### Gate families picked out

Scale: 2 px per um.
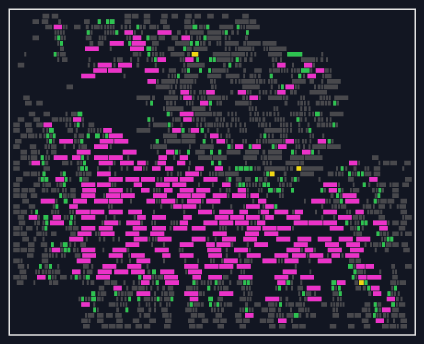
### Metal layers overlaid

Scale: 2 px per um.
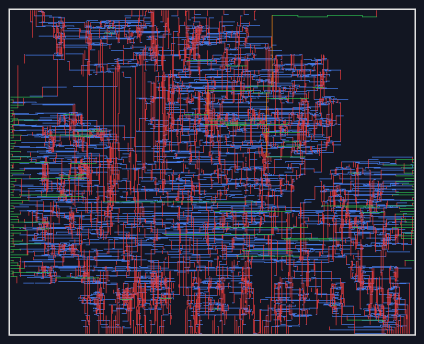
File: src/rtl/dist_argmin_32_if.sv
// rtl/dist_argmin_32_if.sv - handshake bundle for dist_argmin_32; out_dist exists only when ARGMIN_DIST_OUT_EN is defined
interface dist_argmin_32_if #(
  parameter int W      = 6,
  parameter int WC     = 32,
  parameter int NBEATS = 4,
  parameter int NPROTO = 8
);
  localparam int IW = (NPROTO > 1) ? $clog2(NPROTO) : 1;
`ifdef ARGMIN_DIST_OUT_EN
  localparam int SW = W + $clog2(WC);
  localparam int DW = SW + $clog2(NBEATS);
`endif

  logic              in_valid;
  logic              in_ready;
  logic [W*WC-1:0]   in_diff;
  logic              out_valid;
  logic              out_ready;
  logic [IW-1:0]     out_idx;
`ifdef ARGMIN_DIST_OUT_EN
  logic [DW-1:0]     out_dist;
`endif

  // Upstream beat source and downstream result sink, seen from outside the block
  modport master (
    output in_valid, in_diff, out_ready,
    input  in_ready, out_valid, out_idx
`ifdef ARGMIN_DIST_OUT_EN
    , input out_dist
`endif
  );

  // The argmin block itself
  modport slave (
    input  in_valid, in_diff, out_ready,
    output in_ready, out_valid, out_idx
`ifdef ARGMIN_DIST_OUT_EN
    , output out_dist
`endif
  );
endinterface

File: src/rtl/dist_argmin_32.sv
// rtl/dist_argmin_32.sv - SAD accumulate and argmin over prototypes; ARGMIN_DIST_OUT_EN adds out_dist
module dist_argmin_32 #(
  parameter int W      = 6,
  parameter int WC     = 32,
  parameter int NBEATS = 4,
  parameter int NPROTO = 8
) (
  input  logic           clk,
  input  logic           rst,
  dist_argmin_32_if.slave bus
);
  localparam int SW = W + $clog2(WC);
  localparam int DW = SW + $clog2(NBEATS);
  localparam int IW = (NPROTO > 1) ? $clog2(NPROTO) : 1;
  localparam int BW = (NBEATS > 1) ? $clog2(NBEATS) : 1;

  typedef enum logic [1:0] {RUN, DRAIN, HOLD} state_t;

  state_t          state_q;
  logic            in_ready_q;
  logic            out_valid_q;
  logic [IW-1:0]   out_idx_q;
`ifdef ARGMIN_DIST_OUT_EN
  logic [DW-1:0]   out_dist_q;
`endif

  logic [BW-1:0]   beat_cnt_q, beat_cnt_d;
  logic [IW-1:0]   proto_cnt_q, proto_cnt_d;

  logic [SW-1:0]   sum_d;
  logic            s1_valid_q;
  logic [SW-1:0]   s1_sum_q;
  logic            s1_last_q;
  logic [IW-1:0]   s1_tag_q;

  logic [DW-1:0]   acc_q, acc_d;
  logic [DW-1:0]   min_dist_q, min_dist_d;
  logic [IW-1:0]   min_idx_q, min_idx_d;
  logic [DW-1:0]   cand;
  logic            done_q, done_d;

  logic            accept;
  logic            last_beat;
  logic            last_proto;
  logic            final_beat;
  logic            handoff;

  // in_ready is forced low while rst is asserted so no beat is taken during reset
  assign bus.in_ready  = in_ready_q & ~rst;
  assign bus.out_valid = out_valid_q;
  assign bus.out_idx   = out_idx_q;
`ifdef ARGMIN_DIST_OUT_EN
  assign bus.out_dist  = out_dist_q;
`endif

  assign accept     = bus.in_valid & bus.in_ready;
  assign last_beat  = (beat_cnt_q == BW'(NBEATS - 1));
  assign last_proto = (proto_cnt_q == IW'(NPROTO - 1));
  assign final_beat = last_beat & last_proto;
  assign handoff    = (state_q == HOLD) & bus.out_ready;

  // Sum of absolute lane differences; the magnitude of the most negative
  // lane value still fits in W unsigned bits, so no saturation is required
  always_comb begin
    logic [W-1:0] lane;
    logic [W-1:0] mag;
    lane  = '0;
    mag   = '0;
    sum_d = '0;
    for (int k = 0; k < WC; k++) begin
      lane  = bus.in_diff[W*k +: W];
      mag   = lane[W-1] ? (W'(0) - lane) : lane;
      sum_d = sum_d + SW'(mag);
    end
  end

  // Beat/prototype position; only accepted beats advance it, handoff restarts the query
  always_comb begin
    beat_cnt_d  = beat_cnt_q;
    proto_cnt_d = proto_cnt_q;
    if (handoff) begin
      beat_cnt_d  = '0;
      proto_cnt_d = '0;
    end else if (accept) begin
      if (last_beat) begin
        beat_cnt_d  = '0;
        proto_cnt_d = last_proto ? '0 : proto_cnt_q + IW'(1);
      end else begin
        beat_cnt_d  = beat_cnt_q + BW'(1);
      end
    end
  end

  // Position counter registers
  always_ff @(posedge clk) begin
    if (rst) begin
      beat_cnt_q  <= '0;
      proto_cnt_q <= '0;
    end else begin
      beat_cnt_q  <= beat_cnt_d;
      proto_cnt_q <= proto_cnt_d;
    end
  end

  // Stage 1: register the beat sum together with its last-beat and prototype tags
  always_ff @(posedge clk) begin
    if (rst || handoff) begin
      s1_valid_q <= 1'b0;
      s1_sum_q   <= '0;
      s1_last_q  <= 1'b0;
      s1_tag_q   <= '0;
    end else begin
      s1_valid_q <= accept;
      if (accept) begin
        s1_sum_q  <= sum_d;
        s1_last_q <= last_beat;
        s1_tag_q  <= proto_cnt_q;
      end
    end
  end

  // Stage 2 next state: accumulate, and on a prototype's last beat compare
  // strictly so the earliest prototype keeps a tied minimum
  always_comb begin
    cand       = acc_q + DW'(s1_sum_q);
    acc_d      = acc_q;
    min_dist_d = min_dist_q;
    min_idx_d  = min_idx_q;
    done_d     = 1'b0;
    if (handoff) begin
      acc_d      = '0;
      min_dist_d = '1;
      min_idx_d  = '0;
    end else if (s1_valid_q) begin
      if (s1_last_q) begin
        acc_d = '0;
        if (cand < min_dist_q) begin
          min_dist_d = cand;
          min_idx_d  = s1_tag_q;
        end
        done_d = (s1_tag_q == IW'(NPROTO - 1));
      end else begin
        acc_d = cand;
      end
    end
  end

  // Stage 2 registers; done_q pulses once the final prototype has been compared
  always_ff @(posedge clk) begin
    if (rst) begin
      acc_q      <= '0;
      min_dist_q <= '1;
      min_idx_q  <= '0;
      done_q     <= 1'b0;
    end else begin
      acc_q      <= acc_d;
      min_dist_q <= min_dist_d;
      min_idx_q  <= min_idx_d;
      done_q     <= done_d;
    end
  end

  // Query control FSM with registered handshake and result outputs
  always_ff @(posedge clk) begin
    if (rst) begin
      state_q     <= RUN;
      in_ready_q  <= 1'b1;
      out_valid_q <= 1'b0;
      out_idx_q   <= '0;
`ifdef ARGMIN_DIST_OUT_EN
      out_dist_q  <= '0;
`endif
    end else begin
      case (state_q)
        RUN: begin
          if (accept && final_beat) begin
            state_q    <= DRAIN;
            in_ready_q <= 1'b0;
          end
        end
        DRAIN: begin
          if (done_q) begin
            state_q     <= HOLD;
            out_valid_q <= 1'b1;
            out_idx_q   <= min_idx_q;
`ifdef ARGMIN_DIST_OUT_EN
            out_dist_q  <= min_dist_q;
`endif
          end
        end
        HOLD: begin
          if (bus.out_ready) begin
            state_q     <= RUN;
            out_valid_q <= 1'b0;
            in_ready_q  <= 1'b1;
          end
        end
        default: begin
          state_q     <= RUN;
          in_ready_q  <= 1'b1;
          out_valid_q <= 1'b0;
        end
      endcase
    end
  end
endmodule

File: src/flat_wrapper.sv
// flat-port wrapper written by rule: the top's interface ports become plain ports
module dist_argmin_32_flat 
#(
  parameter int W      = 6,
  parameter int WC     = 32,
  parameter int NBEATS = 4,
  parameter int NPROTO = 8
)
  (clk, rst, bus_in_valid, bus_in_diff, bus_out_ready, bus_in_ready, bus_out_valid, bus_out_idx);
  dist_argmin_32_if #(.W(W), .WC(WC), .NBEATS(NBEATS), .NPROTO(NPROTO)) bus_i ();
  input  logic clk;
  input  logic rst;
  input wire logic [$bits(bus_i.in_valid)-1:0] bus_in_valid;
  input wire logic [$bits(bus_i.in_diff)-1:0] bus_in_diff;
  input wire logic [$bits(bus_i.out_ready)-1:0] bus_out_ready;
  output wire logic [$bits(bus_i.in_ready)-1:0] bus_in_ready;
  output wire logic [$bits(bus_i.out_valid)-1:0] bus_out_valid;
  output wire logic [$bits(bus_i.out_idx)-1:0] bus_out_idx;
  assign bus_i.in_valid = bus_in_valid;
  assign bus_i.in_diff = bus_in_diff;
  assign bus_i.out_ready = bus_out_ready;
  assign bus_in_ready = bus_i.in_ready;
  assign bus_out_valid = bus_i.out_valid;
  assign bus_out_idx = bus_i.out_idx;
  dist_argmin_32 #(.W(W), .WC(WC), .NBEATS(NBEATS), .NPROTO(NPROTO)) u_core (.clk(clk), .rst(rst), .bus(bus_i));
endmodule
File: config.mk
export PLATFORM = sky130hd
export DESIGN_NAME = dist_argmin_32_flat
export DESIGN_NICKNAME = d
export VERILOG_FILES = /design/src/rtl/dist_argmin_32_if.sv /design/src/rtl/dist_argmin_32.sv /design/src/flat_wrapper.sv
export SDC_FILE = /design/constraint.sdc
export NUM_CORES = 1
export LEC_CHECK = 0
export ABC_AREA = 1
export CORE_ASPECT_RATIO = 0.8
export CORE_UTILIZATION = 35
export DETAILED_ROUTE_END_ITERATION = 7
export GPL_ROUTABILITY_DRIVEN = 0
export PLACE_DENSITY_LB_ADDON = 0.25
export SYNTH_ARGS = -nofsm -noshare
export SYNTH_HDL_FRONTEND = slang
export SYNTH_SLANG_ARGS = --single-unit
export TNS_END_PERCENT = 30
File: constraint.sdc
create_clock -name clk -period 9.7 [get_ports clk]
set_input_delay 1.455 -clock clk [delete_from_list [all_inputs] [get_ports clk]]
set_output_delay 1.455 -clock clk [all_outputs]
set_load 0.01 [all_outputs]
==> reports/qor.csv <==
stage,metric,value,unit
final_layout,logic_area,8490,um2
setup_path,arrival,9310,ps
synth,synthAoiAreaFrac,9.26,%
final_timing,grt_setup_unrepaired,false,
clock_tree,cts_root_buf,clkbuf_16,
final_timing,finalSetupTns,0,ps
clock_tree,hold_buffers,0,
synth,fa_ha_area_share,41.4,%
floorplan,rows,58,
final_timing,tightest_slew,1010,ps
detailed_routing,drt_iter0_drc,506,
detailed_routing,vias,9647,
setup_path,regToRegSetupSlack,6380,ps
floorplan,chipArea,32800,um2
floorplan,die_w,202,um
detailed_routing,wire_per_inst,13.3,um
clock_tree,cts_buffers,9,
setup_path,critical_path_class,in -> reg,
final_layout,seqCellArea,1160,um2
final_timing,finalHoldViolations,0,
setup_path,critPathMaxStageDelay,560,ps
placed_design,post-place-ws,279,ps
detailed_routing,first_pass_iters,5,
setup_path,worstPathRequired,9920,ps
clock_tree,clock_latency,330,ps
synth,synth_cell_types,41,
clock_tree,h-tree-depth,3,
final_timing,drv_slew,0,
synth,synth_area,11200,um2
final_layout,layout_top_cells,"397 x inv_1, 263 x nand2_1, 200 x clkdlybuf4s50_1, 171 x fa_1, 98 x ha_1",
global_routing,antenna_found_initial,0,
global_routing,grt_pass1_vias,9629,
clock_tree,post_cts_buffers,0,
job,warnings,26,
final_layout,drive_gt1_share,1.94,%
synth,edf_count,0,
clock_tree,cts_resized,0,
synth,synth_top_cell_by_area,fa_1,
setup_path,slowest_stage,fa_1,
hold_path,hp-class,reg -> reg,
synth,top_cell_area_share,30.5,%
synth,syn_inst,1498,
synth,ys_sh_mux,0,%
clock_tree,clock_sinks,58,
synth,flop_cell,dfxtp_1,
floorplan,die_h,162,um
status,status,completed,
clock_tree,cts.clk_slew.worst_paths,50,ps
detailed_routing,drtAntennaViolNets,0,
clock_tree,tritoncts,yes,
final_layout,nNetsFinal,2161,
global_routing,globalRouteTotalUtil,17.8,%
synth,xor_area_share,6.01,%
detailed_routing,routed_wl,28.1,mm
synth,synth_flops,58,
final_layout,area_growth,24.6,%
synth,synth_warnings,0,
final_layout,fillers,3169,
global_routing,grt-ovfl-total,0,
final_timing,finalCriticalPeriod,9090,ps
Back to the opening pictures, 'Gate families picked out':
| color | family | cells |
|---|---|---|
| yellow | non-inverting ao/oa cells | 4 |
| green | aoi and oai cells | 185 |
| magenta | fa/ha/maj cells | 269 |
dominant logic cell type in the layout: inv_1
final cell count without fillers: 2,121

Back to the opening pictures, 'Metal layers overlaid':
| color | layer | wire length |
|---|---|---|
| orange | M4 | 79.6 um |
| green | M3 | 1,380 um |
| red | M2 | 11,900 um |
| blue | M1 | 14,700 um |

==> flip-flops by register name, summed over array words and instances (netlist names) <==
signal / flops
u_core.min_idx_q: 3
u_core.s1_tag_q: 3
u_core.state_q: 2
u_core.acc_q: 13
u_core.in_ready_q: 1
u_core.bus.out_valid: 1
u_core.done_q: 1
u_core.proto_cnt_q: 3
u_core.s1_sum_q: 11
u_core.beat_cnt_q: 2
u_core.bus.out_idx: 3
u_core.s1_last_q: 1
u_core.min_dist_q: 13
u_core.s1_valid_q: 1
==> cell families after synthesis <==
kind of cell	Yosys count
and+or+nand+nor	494
buffers and inverters	411
adders and majority gates	269
AOI/OAI and AO/OA	189
xor gates and xnor gates	77
DFF	58
==> cell type report <==
type	count	area share, %
well taps	420	3.76
flip-flops and latches	58	8.30
repair buffers	200	14.3
clock buffers	11	1.73
inverters	398	10.7
clock inverters	5	0.554
multi-input cells	1029	60.7
==> path summary, 6_finish.rpt <==
kind | from | to | cells after the start
setup / recovery | bus_in_diff[0] | u_core.s1_sum_q[8] | 33
hold / removal | u_core.min_dist_q[5] | u_core.min_dist_q[5] | 2
setup reg to reg | u_core.acc_q[0] | u_core.min_dist_q[10] | 15
hold reg to reg | u_core.min_dist_q[5] | u_core.min_dist_q[5] | 2
==> cells in the mapped netlist, types with 3 or more instances <==
cell type and count:
xnor2_1 12, or2_2 5, o21ai_0 77, buf_6 3, nand3_1 81, buf_2 6
nor2_4 3, nor3_1 33, a31oi_1 7, o22ai_1 3, nor4_1 8, nand4_1 13
a22oi_1 9, ha_1 98, nand2_1 263, a21oi_1 76, fa_1 171, nand2_2 4
o21bai_1 4, inv_1 397, clkbuf_1 3, dfxtp_1 58, xor2_1 65, nor2_1 77
==> through the flow <==
step / area, um2 / hold WS (ps) / std cells / util (%)
after floorplan: 11200 / 429 / 1498 / -
after global placement: 13700 / 439 / 2105 / 43.4
after detailed placement: 13700 / 442 / 2105 / 43.4
after CTS: 14000 / 456 / 2121 / 44.4
after global routing: 14000 / 472 / 2121 / 44.4
final: 14000 / 452 / 2121 / 44.4
==> worst max-delay path: cells and delay by family <==
| family | cells | cell delay (ps) |
|---|---|---|
| AND-OR/OR-AND | 7 | 1070 |
| XOR/XNOR | 1 | 110 |
| adder cells (fa/ha/maj) | 11 | 5150 |
| buffers and inverters | 8 | 870 |
| AND/OR/NAND/NOR | 6 | 640 |
==> per-layer routing <==
layer / part of all wire (%) / track usage, %
met5: 0 / 0
met4: 0.28 / 1.57
met3: 4.9 / 3.33
met2: 42 / 27.5
met1: 52 / 26.5
